Track usage over the die:
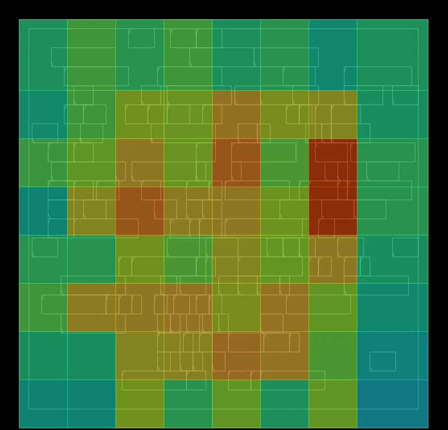
Selected gate families:
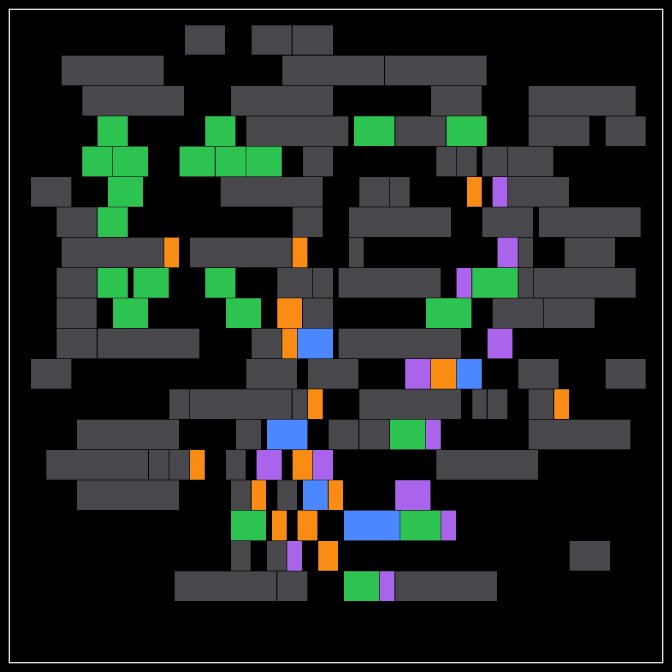
Placement by cell class:
Bar = 20 um.
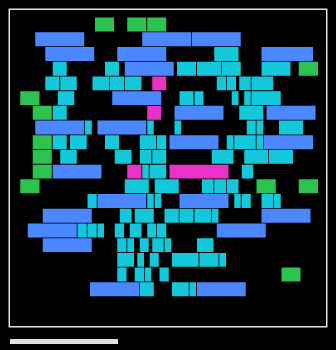
File: src/rtl/uart_tx.sv
// 8N1 UART transmitter: pops one byte per frame from an upstream FIFO and
// shifts it out LSB first, holding every bit for ClksPerBit clock cycles.
module uart_tx #(
  parameter int ClksPerBit = 174
) (
  input  logic       clk_i,
  input  logic       reset_i,
  input  logic       have_next_i,
  input  logic [7:0] data_i,
  output logic       next_o,
  output logic       tx_o,
  output logic       busy_o
);

  localparam int CntW = (ClksPerBit > 1) ? $clog2(ClksPerBit) : 1;
  localparam logic [CntW-1:0] CntLast = CntW'(ClksPerBit - 1);

  typedef enum logic [1:0] {
    IDLE  = 2'd0,
    START = 2'd1,
    DATA  = 2'd2,
    STOP  = 2'd3
  } state_e;

  state_e          state_r;
  logic [CntW-1:0] cnt_r;
  logic [2:0]      idx_r;
  logic [7:0]      shift_r;
  logic            next_r;
  logic            tx_r;
  logic            busy_r;
  logic            bit_done_s;

  assign bit_done_s = (cnt_r == CntLast);

  // Frame sequencer; the pop strobe is a one-cycle pulse cleared on every other edge.
  always_ff @(posedge clk_i or negedge reset_i) begin
    if (!reset_i) begin
      state_r <= IDLE;
      cnt_r   <= '0;
      idx_r   <= 3'd0;
      shift_r <= 8'h00;
      next_r  <= 1'b0;
      tx_r    <= 1'b1;
      busy_r  <= 1'b0;
    end else begin
      next_r <= 1'b0;
      case (state_r)
        IDLE: begin
          // The byte is captured on the same edge that raises the pop strobe.
          if (have_next_i) begin
            shift_r <= data_i;
            next_r  <= 1'b1;
            tx_r    <= 1'b0;
            cnt_r   <= '0;
            busy_r  <= 1'b1;
            state_r <= START;
          end else begin
            tx_r    <= 1'b1;
            busy_r  <= 1'b0;
          end
        end
        START: begin
          if (bit_done_s) begin
            cnt_r   <= '0;
            tx_r    <= shift_r[0];
            idx_r   <= 3'd0;
            state_r <= DATA;
          end else begin
            cnt_r   <= cnt_r + CntW'(1);
          end
        end
        DATA: begin
          if (bit_done_s) begin
            cnt_r   <= '0;
            shift_r <= {1'b0, shift_r[7:1]};
            idx_r   <= idx_r + 3'd1;
            if (idx_r == 3'd7) begin
              tx_r    <= 1'b1;
              state_r <= STOP;
            end else begin
              tx_r    <= shift_r[1];
            end
          end else begin
            cnt_r   <= cnt_r + CntW'(1);
          end
        end
        STOP: begin
          if (bit_done_s) begin
            cnt_r   <= '0;
            busy_r  <= 1'b0;
            state_r <= IDLE;
          end else begin
            cnt_r   <= cnt_r + CntW'(1);
          end
        end
        default: begin
          cnt_r   <= '0;
          tx_r    <= 1'b1;
          busy_r  <= 1'b0;
          state_r <= IDLE;
        end
      endcase
    end
  end

  assign next_o = next_r;
  assign tx_o   = tx_r;
  assign busy_o = busy_r;

endmodule

File: config.mk
export PLATFORM = sky130hd
export DESIGN_NAME = uart_tx
export DESIGN_NICKNAME = d
export VERILOG_FILES = /design/src/rtl/uart_tx.sv
export SDC_FILE = /design/constraint.sdc
export NUM_CORES = 1
export LEC_CHECK = 0
export ABC_AREA = 0
export CORE_UTILIZATION = 40
export CTS_CLUSTER_DIAMETER = 60
export DETAILED_ROUTE_END_ITERATION = 10
export SETUP_SLACK_MARGIN = 0.1
export SLEW_MARGIN = 0
export SYNTH_ARGS = -nofsm -noshare
export SYNTH_HDL_FRONTEND = slang
export SYNTH_SLANG_ARGS = --single-unit
File: constraint.sdc
create_clock -name clk_i -period 4.1 [get_ports clk_i]
set_clock_uncertainty 0.05 [all_clocks]
set_input_delay 0.615 -clock clk_i [delete_from_list [all_inputs] [get_ports clk_i]]
set_output_delay 0.615 -clock clk_i [all_outputs]
set_load 0.02 [all_outputs]
==> results.txt <==
fresh numbers from the pnr run: Max FO, Critical Path=15, crit-path cells=inv_1 > ha_1 > nand2b_1 > nand4_1 > nand2_1 > o21a_1, cell taking the most area after synthesis=dfrtp_1, Cells after Synth=119, Inverters=5, leading cell type by number of instances after synthesis=dfrtp_1, Max-area cell share=45.1%, DR DRC count=0, P&R area growth vs syn=17.1%, Routed Antenna Nets=0, P_clk=172 uW, Sink Count=24, 1st-iter DRT viols=40, Num CTS Buffers=3, Reg-to-Reg Start=state_r[0], First-pass DRT Iterations=4, final hold violations=0, Log Warnings=30, combinational power=roughly 440 uW, Tcrit/Tclk final=53.6%, # diodes=0, fp_density=a little over two fifths, sequential power=397 uW, CTS tree=built, number of fill cells=286, Power Dens Cells=676 nW/um^2, Combinational Power Share=between 40% and 50%, # rows=20, share of layout cells above drive strength 1=10.5%, worst hold slack=454 ps, fmax=455 MHz, outcome=complete, no violations, R2R cell count=6, final setup TNS=0 ps, Hold Path End=idx_r[0], CTS clk-pin slew, worst paths=between 100 and 150 ps, Synth Seq Share=47.2%, Root Driver=clkbuf_4, Syn Area/Cell=10.7 sq um, Critical-path top delay cell=ha_1
Back to the opening pictures, 'track usage over the die':
overall routing resource usage: 16.4%
Core Util, Final: 49.3%
routed len/inst: 14.4 um

Back to the opening pictures, 'selected gate families':
Key: AND-OR and OR-AND gates = green [cells 22]; AND and OR gates = blue [cells 5]; NAND gates = orange [cells 15]; NOR gates = purple [cells 12]

Back to the opening pictures, 'placement by cell class':
Key: other buffers and delay cells = green [cells 13, share of their area 9.1%]; flip-flops = blue [cells 24, share of their area 42%]; all other logic = cyan [cells 92, share of their area 45%]; clock drivers and dummy loads = magenta [cells 4, share of their area 3.7%]

[layout by cell type (no fill, tap or decap), drive strengths merged, types with 2 or more instances in the layout]
cell type,instances
o22a,7
mux2,2
a22o,2
o21a,7
o21ai,7
nor2,6
nor2b,2
clkdlybuf4s50,13
o22ai,2
and2,2
clkbuf,3
nand2,10
nand3,3
a32o,2
nor3,2
o31ai,4
dfrtp,23
ha,8
inv,5
a21oi,6
[state kept, by name, summed over array words and instances (netlist names)]
name,count
busy_o,1
cnt_r,8
idx_r,3
next_o,1
shift_r,8
state_r,2
tx_o,1
[critical path, delay by kind of cell, from the launching register on]
family / cells / cell delay, ps
and+or+nand+nor: 3 / 830
adders and majority gates: 1 / 460
DFF: 1 / 440
AOI/OAI and AO/OA: 1 / 220
buffers and inverters: 1 / 100
[routing by layer]
layer / track usage, % / share of wire (%) / up-vias
li1: - / - / 476
met1: 23.0 / 52 / 464
met2: 26.4 / 44 / 18
met3: 2.20 / 3.1 / 2
met4: 4.76 / 0.39 / 0
met5: 0 / 0 / -
[stage by stage]
stage	instance area (sq um)	power [uW]	setup WS [ps]	cells
floorplan	1270	725	2420	119
global placement	1440	829	1830	173
detailed placement	1440	839	1820	173
CTS	1490	1010	1920	177
global route	1490	1090	1780	177
finish	1490	1010	1900	177
[cell families (layout without fill, tap and decap cells)]
group / Yosys count / after routing / share of synthesized area, %
and+or+nand+nor: 32 / 32 / 13.3
AOI/OAI and AO/OA: 45 / 45 / 26.2
adders and majority gates: 8 / 8 / 7.85
muxes: 2 / 2 / 2.36
buffers and inverters: 8 / 22 / 3.04
DFF: 24 / 24 / 47.2
Power and IR drop assume default switching activity.
